Figure 1. Clock network drawn from the DEF.
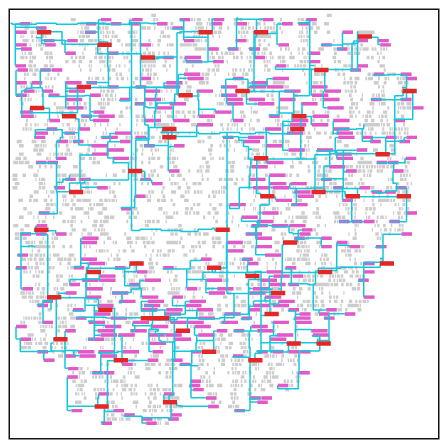
Figure 2. Floorplan with the power grid.
Pins as bars on the die edge. Tap cells in grey.
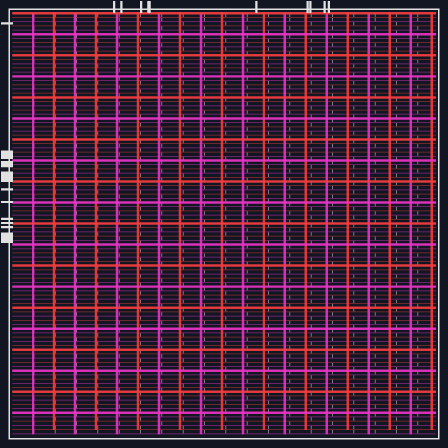
Figure 3. Routing congestion.
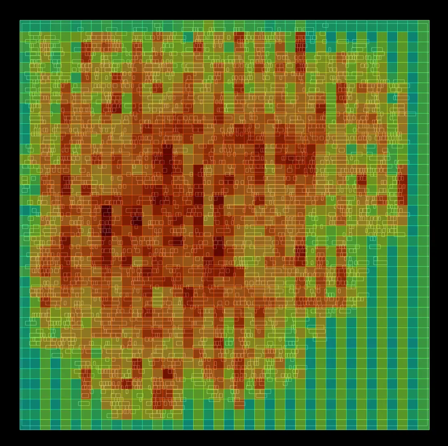
Figure 4. Where the registers sit.
Other sequential cells in the stronger grey, the rest of the logic in the fainter grey.
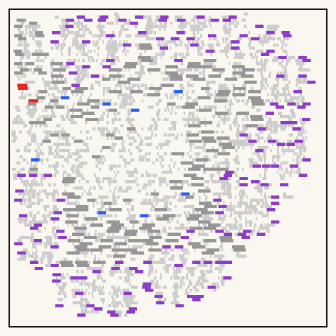
File: config.mk
export PLATFORM = sky130hd
export DESIGN_NAME = timer_bank
export DESIGN_NICKNAME = d
export VERILOG_FILES = /design/src/rtl/timer_bank_pkg.sv /design/src/rtl/timer_channel.sv /design/src/rtl/timer_bank.sv
export SDC_FILE = /design/constraint.sdc
export NUM_CORES = 1
export LEC_CHECK = 0
export CAP_MARGIN = 30
export CORE_UTILIZATION = 30
export DETAILED_ROUTE_END_ITERATION = 12
export PLACE_DENSITY = 0.44
export SETUP_SLACK_MARGIN = 0.2
export SLEW_MARGIN = 25
export SYNTH_ARGS = -nofsm -noshare
export SYNTH_HDL_FRONTEND = slang
export SYNTH_SLANG_ARGS = --single-unit
File: constraint.sdc
create_clock -name clk -period 7.3 [get_ports clk]
set_input_delay 1.46 -clock clk [delete_from_list [all_inputs] [get_ports clk]]
set_output_delay 1.46 -clock clk [all_outputs]
set_load 0.005 [all_outputs]
File: src/rtl/timer_bank_pkg.sv
// Shared definitions for the interval timer bank: register offsets,
// CTRL bit positions and the channel-to-status-bit mapping.
package timer_bank_pkg;

    localparam logic [3:0] REG_INDEX    = 4'h0;
    localparam logic [3:0] REG_RELOAD0  = 4'h1;
    localparam logic [3:0] REG_RELOAD1  = 4'h2;
    localparam logic [3:0] REG_RELOAD2  = 4'h3;
    localparam logic [3:0] REG_CTRL     = 4'h4;
    localparam logic [3:0] REG_LOAD     = 4'h5;
    localparam logic [3:0] REG_STATUS   = 4'h6;
    localparam logic [3:0] REG_PRESCALE = 4'h7;
    localparam logic [3:0] REG_VALUE0   = 4'h8;
    localparam logic [3:0] REG_VALUE1   = 4'h9;
    localparam logic [3:0] REG_VALUE2   = 4'hA;

    localparam int CTRL_EN      = 0;
    localparam int CTRL_ONESHOT = 1;
    localparam int CTRL_IRQEN   = 2;

    // Channel 0 sits in the MSB of the status byte, channel 7 in the LSB.
    function automatic logic [2:0] status_bit(input int ch);
        return 3'(7 - ch);
    endfunction

endpackage

File: src/rtl/timer_channel.sv
// One down-counting interval timer: counter, control bits and sticky
// pending flag. Ticks come from the shared prescaler in the parent.
module timer_channel
    import timer_bank_pkg::*;
#(
    parameter int WIDTH = 20
) (
    input  logic             clk,
    input  logic             reset,
    input  logic             tick,
    input  logic             load,
    input  logic [WIDTH-1:0] reload,
    input  logic             ctrl_wr,
    input  logic [2:0]       ctrl_data,
    input  logic             pend_clr,
    output logic [WIDTH-1:0] value,
    output logic             pending,
    output logic             enable,
    output logic             oneshot,
    output logic             irq_en
);

    logic run;
    logic fire;

    // A LOAD in the same cycle as a tick suppresses both the decrement and the fire.
    assign run  = tick && enable && !load;
    assign fire = run && (value == '0);

    // Counter: LOAD has priority, otherwise count down and reload on expiry in periodic mode.
    always_ff @(posedge clk) begin
        if (reset) begin
            value <= '0;
        end else if (load) begin
            value <= reload;
        end else if (run) begin
            if (value != '0) begin
                value <= value - WIDTH'(1);
            end else if (!oneshot) begin
                value <= reload;
            end
        end
    end

    // Control bits: a CPU write overrides the one-shot auto-disable in the same cycle.
    always_ff @(posedge clk) begin
        if (reset) begin
            enable  <= 1'b0;
            oneshot <= 1'b0;
            irq_en  <= 1'b0;
        end else if (ctrl_wr) begin
            enable  <= ctrl_data[CTRL_EN];
            oneshot <= ctrl_data[CTRL_ONESHOT];
            irq_en  <= ctrl_data[CTRL_IRQEN];
        end else if (fire && oneshot) begin
            enable  <= 1'b0;
        end
    end

    // Sticky pending flag: a hardware set beats a simultaneous write-1-to-clear.
    always_ff @(posedge clk) begin
        if (reset) begin
            pending <= 1'b0;
        end else if (fire) begin
            pending <= 1'b1;
        end else if (pend_clr) begin
            pending <= 1'b0;
        end
    end

endmodule

File: src/rtl/timer_bank.sv
// Bank of interval timers behind a byte-wide register window. Holds the
// register decode, reload registers, the shared prescaler and read mux.
module timer_bank
    import timer_bank_pkg::*;
#(
    parameter int NUM_TIMERS    = 8,
    parameter int WIDTH         = 20,
    parameter int PRESCALE_BITS = 8
) (
    input  logic       clk,
    input  logic       reset,
    input  logic [3:0] addr,
    input  logic       wr_en,
    input  logic [7:0] wr_data,
    input  logic       rd_en,
    output logic [7:0] rd_data,
    output logic       irq,
    output logic [7:0] irq_status
);

    localparam logic [3:0] NT = 4'(NUM_TIMERS);

    logic [2:0]               index_q;
    logic [PRESCALE_BITS-1:0] prescale_q;
    logic [PRESCALE_BITS-1:0] pcount_q;
    logic                     tick;
    logic                     idx_ok;
    logic [NUM_TIMERS-1:0]    ch_sel;

    logic [WIDTH-1:0]         reload_q [NUM_TIMERS];
    logic [WIDTH-1:0]         value_w  [NUM_TIMERS];
    logic [NUM_TIMERS-1:0]    pending_w;
    logic [NUM_TIMERS-1:0]    enable_w;
    logic [NUM_TIMERS-1:0]    oneshot_w;
    logic [NUM_TIMERS-1:0]    irq_en_w;

    logic [WIDTH-1:0]         cur_reload;
    logic [WIDTH-1:0]         cur_value;
    logic [2:0]               cur_ctrl;
    logic [23:0]              cur_reload_ext;
    logic [23:0]              cur_value_ext;
    logic [7:0]               rd_mux;

    // Replace one byte of a WIDTH-bit register; bits at or above WIDTH fall away.
    function automatic logic [WIDTH-1:0] merge_byte(input logic [WIDTH-1:0] cur,
                                                    input int k,
                                                    input logic [7:0] b);
        logic [23:0] ext;
        ext = 24'(cur);
        ext[8*k +: 8] = b;
        return ext[WIDTH-1:0];
    endfunction

    assign idx_ok = {1'b0, index_q} < NT;
    assign tick   = (pcount_q == prescale_q);
    assign irq    = |(pending_w & irq_en_w);

    // Channel select; an out-of-range INDEX selects nothing.
    always_comb begin
        ch_sel = '0;
        for (int i = 0; i < NUM_TIMERS; i++) begin
            ch_sel[i] = idx_ok && (index_q == 3'(i));
        end
    end

    // Index and prescaler reload registers.
    always_ff @(posedge clk) begin
        if (reset) begin
            index_q    <= '0;
            prescale_q <= '0;
        end else if (wr_en) begin
            if (addr == REG_INDEX)    index_q    <= wr_data[2:0];
            if (addr == REG_PRESCALE) prescale_q <= wr_data[PRESCALE_BITS-1:0];
        end
    end

    // Free-running prescaler; wraps to zero on the cycle it issues a tick.
    always_ff @(posedge clk) begin
        if (reset) begin
            pcount_q <= '0;
        end else if (tick) begin
            pcount_q <= '0;
        end else begin
            pcount_q <= pcount_q + PRESCALE_BITS'(1);
        end
    end

    // Per-channel reload registers, written a byte at a time through INDEX.
    always_ff @(posedge clk) begin
        if (reset) begin
            for (int i = 0; i < NUM_TIMERS; i++) reload_q[i] <= '0;
        end else if (wr_en) begin
            for (int i = 0; i < NUM_TIMERS; i++) begin
                if (ch_sel[i]) begin
                    case (addr)
                        REG_RELOAD0: reload_q[i] <= merge_byte(reload_q[i], 0, wr_data);
                        REG_RELOAD1: reload_q[i] <= merge_byte(reload_q[i], 1, wr_data);
                        REG_RELOAD2: reload_q[i] <= merge_byte(reload_q[i], 2, wr_data);
                        default: ;
                    endcase
                end
            end
        end
    end

    for (genvar i = 0; i < NUM_TIMERS; i++) begin : g_ch
        timer_channel #(.WIDTH(WIDTH)) u_ch (
            .clk       (clk),
            .reset     (reset),
            .tick      (tick),
            .load      (wr_en && ch_sel[i] && (addr == REG_LOAD)),
            .reload    (reload_q[i]),
            .ctrl_wr   (wr_en && ch_sel[i] && (addr == REG_CTRL)),
            .ctrl_data (wr_data[2:0]),
            .pend_clr  (wr_en && (addr == REG_STATUS) && wr_data[status_bit(i)]),
            .value     (value_w[i]),
            .pending   (pending_w[i]),
            .enable    (enable_w[i]),
            .oneshot   (oneshot_w[i]),
            .irq_en    (irq_en_w[i])
        );
    end

    // Pending flags packed MSB-first by channel; bits of absent channels stay 0.
    always_comb begin
        irq_status = '0;
        for (int i = 0; i < NUM_TIMERS; i++) begin
            irq_status[status_bit(i)] = pending_w[i];
        end
    end

    // Fields of the currently indexed channel, all zero when INDEX is out of range.
    always_comb begin
        cur_reload = '0;
        cur_value  = '0;
        cur_ctrl   = '0;
        for (int i = 0; i < NUM_TIMERS; i++) begin
            if (ch_sel[i]) begin
                cur_reload = reload_q[i];
                cur_value  = value_w[i];
                cur_ctrl   = {irq_en_w[i], oneshot_w[i], enable_w[i]};
            end
        end
    end

    assign cur_reload_ext = 24'(cur_reload);
    assign cur_value_ext  = 24'(cur_value);

    // Read data select by offset; LOAD and unmapped offsets read 0.
    always_comb begin
        rd_mux = '0;
        case (addr)
            REG_INDEX:    rd_mux = {5'b0, index_q};
            REG_RELOAD0:  rd_mux = cur_reload_ext[7:0];
            REG_RELOAD1:  rd_mux = cur_reload_ext[15:8];
            REG_RELOAD2:  rd_mux = cur_reload_ext[23:16];
            REG_CTRL:     rd_mux = {5'b0, cur_ctrl};
            REG_STATUS:   rd_mux = irq_status;
            REG_PRESCALE: rd_mux = 8'(prescale_q);
            REG_VALUE0:   rd_mux = cur_value_ext[7:0];
            REG_VALUE1:   rd_mux = cur_value_ext[15:8];
            REG_VALUE2:   rd_mux = cur_value_ext[23:16];
            default:      rd_mux = '0;
        endcase
    end

    // Registered read port; holds its last value while rd_en is low.
    always_ff @(posedge clk) begin
        if (reset) begin
            rd_data <= '0;
        end else if (rd_en) begin
            rd_data <= rd_mux;
        end
    end

endmodule
==> flow_metrics.py <==
# Physical implementation metrics
metrics = {
    "outcome": {
        "status": "completed",
    },
    "die": {
        "io_pins": 33,
        "die_x_um": 277,
        "num_rows": 100,
        "coreArea_um2": 74600,
        "fp.dieH_um": 277,
    },
    "layout": {
        "fillers": 7887,
        "area_delta_synth_final_pct": 13.2,
        "lay_top_count": "nor2_1",
        "finish.net_count": 2697,
    },
    "worst_hold_path": {
        "min_from": "g_ch[6].u_ch.value[1]",
    },
    "clock_tree": {
        "cts_buffer_depth": 3,
        "cts_resized": 0,
        "cts_setup_buffers": 0,
        "clk_pin_slew_ns": 0.06,
        "cts_root_buf": "clkbuf_16",
        "cts_tree": "done",
    },
    "routing": {
        "drc": 0,
        "routed.top_layer": "met5",
        "antenna_left": 0,
        "wl_met2_mm": 50.3,
    },
    "placement": {
        "place.gp.congestion": 1.03,
        "dp_hpwl_mm": 85.6,
    },
    "logic_synthesis": {
        "ff_type": "dfxtp_1",
        "ys_seq_share_pct": 40.5,
        "most_common_cell": "nor2_1",
        "ys_types": 94,
        "ys_cells": 2723,
    },
    "job": {
        "max_cap_violations": 0,
    },
    "setup_path": {
        "startpoint": "addr[3]",
        "startpoint_type": "input pin",
        "critPathMostFrequentCell": "nor2_1",
    },
    "pwr": {
        "power_combinational_uw": 423,
        "powerSeq_uw": 2320,
        "vdd_drop_max_uv": 172,
    },
    "sta": {
        "setup_viol": 0,
    },
}
-- Figure 1 (at the start) --
legend:
  magenta:
    item: flip-flops
    count: 379
  red:
    item: cells driving clock nets
    count: 49
  cyan:
    item: clock wires
    length: 6440 µm
routed clock nets: 50
share of power burned in the clock network: 49.5%
Worst-Skew Late Latency: 0.62 ns
Layout Skew: 0.0521 ns
Clk power: 2690 µW

-- Figure 2 (at the start) --
legend:
  magenta:
    net: VSS
  red:
    net: VDD
met1 rails: 101
met4 straps: 20

-- Figure 3 (at the start) --
met1 usage: 40.4%
post-DR wirelength/cell: 31.4 µm

-- Figure 4 (at the start) --
legend:
  purple:
    netlist_name: `g_ch.u_ch.value`
    placed_flops: 160
    where: widely spread
  blue:
    netlist_name: `g_ch.u_ch.oneshot`
    placed_flops: 8
  red:
    netlist_name: `index_q`
    placed_flops: 3

==> area by class of cell <==
type,instances,area share [%]
Sequential cell,379,35.9
Timing Repair Buffer,85,3.02
Clock inverter,34,1.73
Multi-Input combinational cell,2103,48.8
Inverter,46,0.673
Clock buffer,57,5.10
Antenna cell,3,0.0293
Tap cell,969,4.73
==> kinds of logic after synthesis <==
family | Yosys count | synth area share (%)
flip-flops | 379 | 40.5
AND-OR/OR-AND | 829 | 23.9
adder cells (fa/ha/maj) | 17 | 0.939
XOR/XNOR | 15 | 0.580
buffers and inverters | 241 | 4.48
AND/OR/NAND/NOR | 1155 | 25.2
multiplexers | 87 | 4.39
==> stage by stage <==
stage,instances,utilization [%]
finish,3676,34.4
global route,3675,34.4
floorplan,2723,-
detailed placement,3577,31.9
global placement,3574,31.9
CTS,3668,34.3
No activity file was given, so power comes from the tool's default toggle rates.
